## src/rtl/dec_pkg.sv

```systemverilog
// Shared command and state encodings for the one-hot index sequencer.
package dec_pkg;

   localparam logic [1:0] MODE_HOLD = 2'b00;
   localparam logic [1:0] MODE_LOAD = 2'b01;
   localparam logic [1:0] MODE_UP   = 2'b10;
   localparam logic [1:0] MODE_DOWN = 2'b11;

   typedef enum logic {
      ST_IDLE   = 1'b0,
      ST_ACTIVE = 1'b1
   } state_t;

endpackage

```

## src/rtl/dec_n_to_onehot.sv

```systemverilog
// Generalised enable decoder: N-bit index to 2**N one-hot lines, all-zero when disabled.
module dec_n_to_onehot #(
   parameter int N = 2
) (
   input  logic [N-1:0]      i_w,
   input  logic              i_en,
   output logic [(2**N)-1:0] o_y
);

   // Single-bit select of position i_w, gated by i_en.
   always_comb begin
      o_y = '0;
      if (i_en) begin
         o_y[i_w] = 1'b1;
      end else begin
         o_y = '0;
      end
   end

endmodule

```

## src/rtl/dec_onehot_seq.sv

```systemverilog
// Registered binary-to-one-hot decoder with load/step sequencing over a LIMIT-sized range.
module dec_onehot_seq
   import dec_pkg::*;
#(
   parameter int N     = 2,
   parameter int LIMIT = 2**N
) (
   input  logic              i_clock,
   input  logic              i_resetn,
   input  logic              i_en,
   input  logic [1:0]        i_mode,
   input  logic [N-1:0]      i_w,
   output logic [(2**N)-1:0] o_y,
   output logic [N-1:0]      o_idx,
   output logic              o_active,
   output logic              o_wrap,
   output logic              o_err
);

   localparam logic [N-1:0] IDX_MAX = N'(LIMIT - 1);
   localparam logic [N-1:0] IDX_ONE = N'(1);

   state_t              r_state;
   logic [N-1:0]        r_idx;
   logic [(2**N)-1:0]   r_y;
   logic                r_wrap;
   logic                r_err;

   state_t              w_state_nx;
   logic [N-1:0]        w_idx_nx;
   logic [(2**N)-1:0]   w_y_nx;
   logic                w_wrap_nx;
   logic                w_err_nx;
   logic                w_dec_en;
   logic                w_load_ok;

   assign w_load_ok = (32'(i_w) < 32'(LIMIT));

   // Next-state, next-index and pulse decode for the current command.
   always_comb begin
      w_state_nx = r_state;
      w_idx_nx   = r_idx;
      w_wrap_nx  = 1'b0;
      w_err_nx   = 1'b0;
      w_dec_en   = 1'b0;
      if (i_en) begin
         case (i_mode)
            MODE_HOLD: begin
               w_idx_nx = r_idx;
            end
            MODE_LOAD: begin
               if (w_load_ok) begin
                  w_idx_nx   = i_w;
                  w_state_nx = ST_ACTIVE;
               end else begin
                  w_err_nx = 1'b1;
               end
            end
            MODE_UP: begin
               // Wrap is taken against LIMIT-1, not natural N-bit overflow.
               if (r_state == ST_IDLE) begin
                  w_idx_nx   = '0;
                  w_state_nx = ST_ACTIVE;
               end else if (r_idx == IDX_MAX) begin
                  w_idx_nx  = '0;
                  w_wrap_nx = 1'b1;
               end else begin
                  w_idx_nx = r_idx + IDX_ONE;
               end
            end
            MODE_DOWN: begin
               if (r_state == ST_IDLE) begin
                  w_idx_nx   = IDX_MAX;
                  w_state_nx = ST_ACTIVE;
               end else if (r_idx == '0) begin
                  w_idx_nx  = IDX_MAX;
                  w_wrap_nx = 1'b1;
               end else begin
                  w_idx_nx = r_idx - IDX_ONE;
               end
            end
            default: begin
               w_idx_nx = r_idx;
            end
         endcase
         w_dec_en = (w_state_nx == ST_ACTIVE);
      end else begin
         w_dec_en = 1'b0;
      end
   end

   dec_n_to_onehot #(.N(N)) u_dec (
      .i_w  (w_idx_nx),
      .i_en (w_dec_en),
      .o_y  (w_y_nx)
   );

   // Output and state registers; asynchronous clear drops any pending pulse.
   always_ff @(posedge i_clock or negedge i_resetn) begin
      if (!i_resetn) begin
         r_state <= ST_IDLE;
         r_idx   <= '0;
         r_y     <= '0;
         r_wrap  <= 1'b0;
         r_err   <= 1'b0;
      end else begin
         r_state <= w_state_nx;
         r_idx   <= w_idx_nx;
         r_y     <= w_y_nx;
         r_wrap  <= w_wrap_nx;
         r_err   <= w_err_nx;
      end
   end

   assign o_y      = r_y;
   assign o_idx    = r_idx;
   assign o_active = (r_state == ST_ACTIVE);
   assign o_wrap   = r_wrap;
   assign o_err    = r_err;

endmodule

```

## config.mk

```make
export PLATFORM = sky130hd
export DESIGN_NAME = dec_onehot_seq
export DESIGN_NICKNAME = d
export VERILOG_FILES = /design/src/rtl/dec_pkg.sv /design/src/rtl/dec_n_to_onehot.sv /design/src/rtl/dec_onehot_seq.sv
export SDC_FILE = /design/constraint.sdc
export NUM_CORES = 1
export LEC_CHECK = 0
export CORE_AREA = 3 3 40 42
export CTS_BUF_LIST = sky130_fd_sc_hd__clkbuf_8
export CTS_CLUSTER_SIZE = 10
export DETAILED_ROUTE_END_ITERATION = 8
export DIE_AREA = 0 0 43 45
export HOLD_SLACK_MARGIN = 0.05
export PLACE_DENSITY = 0.62
export SLEW_MARGIN = 20
export SYNTH_ARGS = -nofsm -noshare
export SYNTH_HDL_FRONTEND = slang
export SYNTH_HIERARCHICAL = 1
export SYNTH_SLANG_ARGS = --single-unit
```

## constraint.sdc

```tcl
create_clock -name i_clock -period 1.81 [get_ports i_clock]
set_input_delay 0.362 -clock i_clock [delete_from_list [all_inputs] [get_ports i_clock]]
set_output_delay 0.362 -clock i_clock [all_outputs]
set_load 0.005 [all_outputs]
```

Wiring by layer:
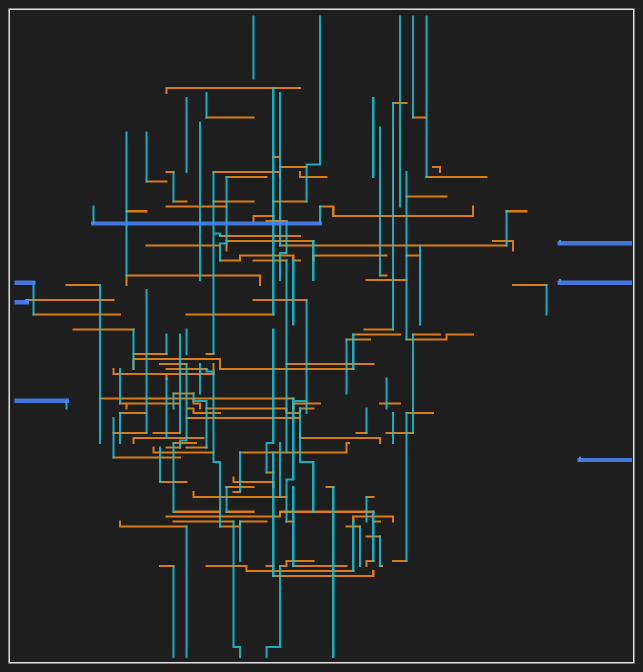
metal 1 -> orange  # wire length 377 µm
metal 2 -> cyan  # wire length 436 µm
metal 3 -> blue  # wire length 34.0 µm
drt total wl: 846 µm
Vias: 349
Wirelength per Cell: 11.1 µm
Global Route Usage Sum: 0.0967

Placement view:
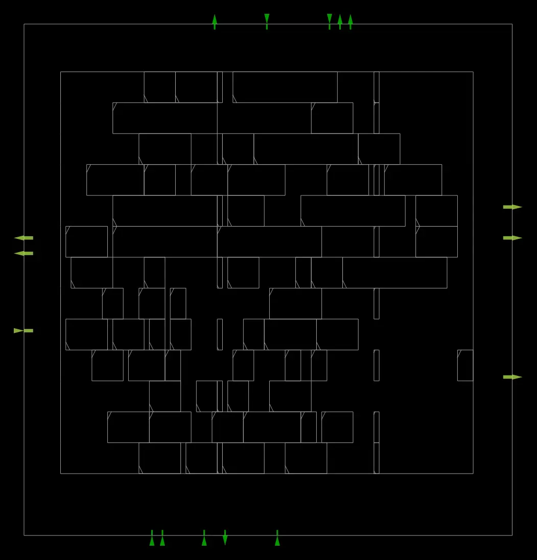
final core utilization: 0.507
sequential share of cell area: 0.307

Cells coloured by class:
Fill, decap, tap and diode cells in grey.
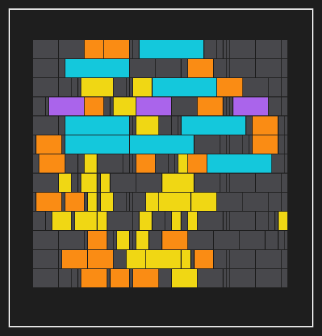
other buffers and delay cells -> orange  # cells 22
flops -> cyan  # cells 8
clock drivers -> purple  # cells 3
combinational and other logic -> yellow  # cells 28
core area: 1280 µm²
row count: 13

==> results.yml <==
# implementation run metrics
finish:
  lay_top_cells: "14 x clkdlybuf4s50_1, 8 x dfrtp_1, 8 x buf_4, 4 x nor2_1"
  layout.cells.most_common: "clkdlybuf4s50_1"
  n_antenna_cell: 0
  n_fill_cell: 133
  final_net_count: 72
  drive_gt1_frac: 0.230
sta:
  fin_tns_setup_ns: 0
  fmax_mhz: 593
  setup_viol: 0
  finalCriticalPeriod_ns: 1.69
  drv_slew: 0
  skew_ns: 0.00338
  final.period_utilization: 0.931
  hold_viol_final: 0
  grt_setup_unrepaired: "false"
power_and_ir_drop:
  switching_share: 0.236
  p_clk_frac: 0.354
  switchingPower_uw: 138
  power_frac_seq: 0.365
  intPower_uw: 446
  powerDensity_nw_per_um2: 895
  power_leakage_nw: 0.321
  vdd_drop_max_v: 0.000747
  pwr-share-comb: 0.281
route:
  ant_nets: 0
  first_pass_iters: 4
  drt_iter0_markers: 4
  avgViaCountPerCell: 4.59
  drc: 0
cts:
  clockRootBuffer: "clkbuf_8"
  clk_pin_slew_worst_paths_ns: 0.04
  cts_buffer_depth: 2
  h-tree-depth: 1
  post_cts.repair.setup_buffers: 0
  cts-resized-gates: 0
  cts_made_buffers: 3
  cts_tree: "built"
  ctsHoldBuffers: 0
  insertion_delay_ns: 0.22
  cts_sinks: 8
floorplanning:
  die_y_um: 45
  fp.dieW_um: 43
  dieArea_um2: 1940
  fp_util: 0.325
job:
  max_cap_viol_count: 0
  warning_count: 27
yosys:
  top_cells_by_area: "dfrtp_1 48%, ha_1 6.0%, and3b_1 4.2%"
  synthCells: 39
  synth.yosys.seq_area_share: 0.479
  yosys_cells: 39
  ys_types: 21
  synth_warnings: 6
  yosysChipArea_um2: 418
  top_area_frac: 0.479
  syn-cell-area_um2: 418
  synth_flop_count: 8
  postSynthAreaPerCell_um2: 10.7
  syn_nets: 48
  top_area_cell: "dfrtp_1"
status:
  status: "completed"
global_route:
  gr-total-overflow: 0
  grt_pass1_wl_mm: 1.36
  grt_start_max_net_pins: 9
  grt_pass1_vias: 338
  antenna_found_initial: 0
setup_path:
  crit_fanout: 8
  arrival_ns: 1.80
  end_kind: "flop"
  cp.required_ns: 1.92
  worstSetupPathType: "input port to flop"
  worst_setup_path_start_kind: "input port"
hold_path:
  hold_class: "input port to async pin"
placed_design:
  dpl.hpwl_um: 663
  place.gp.congestion: 0.687
Wires at chosen ports, followed through buffers:
The bar under the picture is 10 µm long.
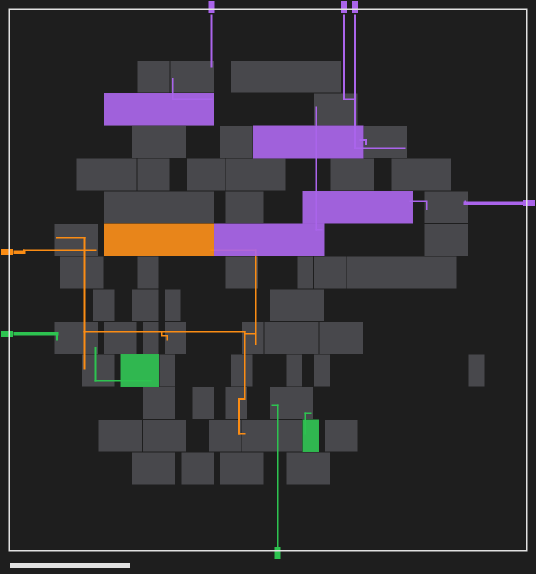
`i_w` -> green  # bits 2, direction input, end cells 2, buffers 2, wire 25.6 µm
`o_active` -> orange  # bits 1, direction output, end cells 1, buffers 1, wire 56.3 µm
`o_y` -> purple  # bits 4, direction output, end cells 4, buffers 4, wire 50.8 µm
io pins: 16
# port buffers: 14

Drive-strength map:
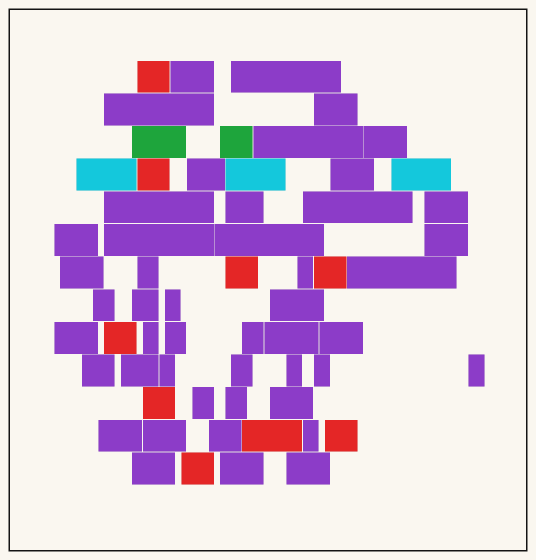
_2 cells -> green  # cells 2
_0 and _1 cells -> purple  # cells 47
_3 and _4 cells -> red  # cells 9
_6 and larger -> cyan  # cells 3
fin worst setup slack: 0.125 ns
Non-Clock Buffer Count: 22
Finished Cell Area: 652 µm²
Layout area overhead: 56.0%

flip-flops by register name, indices dropped and copies added (netlist names):
signal and flops:
o_active 1, o_idx 2, o_wrap 1, o_y 4
worst paths after layout:
path / from / cells past startpoint / end / slack (ns)
setup / recovery: i_mode[1] / 5 / o_y[1] / 0.12
hold / removal: i_resetn / 1 / o_y[3] / 0.41
setup reg to reg: o_idx[0] / 6 / o_y[1] / 0.18
hold reg to reg: o_active / 1 / o_active / 0.63
max in group asynchronous: i_resetn / 1 / o_y[0] / 1.14
min in group i_clock: o_active / 1 / o_active / 0.63
per-stage QoR:
step	hold WS, ns	setup WS (ns)	cells	instance area, µm²	power [mW]
final	0.413	0.125	76	652	0.583
after global routing	0.436	0.0578	76	652	0.621
after CTS	0.417	0.142	76	652	0.593
after detailed placement	0.628	-0.100	73	611	0.380
after global placement	0.619	-0.0776	73	611	0.378
after floorplan	0.0664	0.296	39	418	0.279
synthesized netlist by cell type:
| cell | instances |
|---|---|
| dfrtp_1 | 8 |
| nor2_1 | 4 |
| inv_1 | 3 |
| nand3_1 | 3 |
| a21oi_1 | 2 |
| and3b_1 | 2 |
| buf_4 | 2 |
| ha_1 | 2 |
| a21o_1 | 1 |
| a32o_1 | 1 |
| and3_2 | 1 |
| buf_6 | 1 |
| conb_1 | 1 |
| mux2i_1 | 1 |
| nand2b_4 | 1 |
| nor3_1 | 1 |
| nor3b_2 | 1 |
| o2111ai_1 | 1 |
| o21ai_0 | 1 |
| o21bai_1 | 1 |
| or3_1 | 1 |
per-layer routing:
| layer | vias up | wire [µm] | track usage |
|---|---|---|---|
| li1 | 177 | - | - |
| met5 | - | 0 | 0 |
| met4 | 0 | 0 | 0.0181 |
| met2 | 8 | 435 | 0.162 |
| met1 | 164 | 376 | 0.107 |
| met3 | 0 | 34 | 0.0598 |
power groups by stage:
stage          clock (mW)  sequential (mW)  combinational, mW
2_1_floorplan           0            0.218             0.0612
3_3_place_gp            0            0.213              0.165
3_5_place_dp            0            0.216              0.165
4_1_cts             0.213            0.213              0.166
5_1_grt             0.225            0.215              0.181
6_report            0.207            0.213              0.164
area by class of cell:
| cell class | instances | area (µm²) | area share |
|---|---|---|---|
| flip-flops and latches | 8 | 200 | 0.307 |
| inverters | 3 | 11.3 | 0.0173 |
| well taps | 15 | 18.8 | 0.0288 |
| multi-input cells | 25 | 180 | 0.276 |
| clock buffers | 3 | 41.3 | 0.0633 |
| repair buffers | 22 | 200 | 0.307 |
cell families (layout without fill, tap and decap cells):
group	Yosys count	count (layout)	share of synthesized area
simple gates	14	14	0.222
flops	8	8	0.479
compound gates	7	7	0.117
buf+inv	6	28	0.0898
fa+ha+maj	2	2	0.0599
other cells	1	1	0.00897
mux	1	1	0.0240
worst max-delay path, cell delays in order:
cell and delay, ns:
clkdlybuf4s50_1 0.62, nand3_1 0.15, or3_1 0.32, nand3_1 0.14
and3b_1 0.19
Power is estimated from default activity; no workload was simulated.
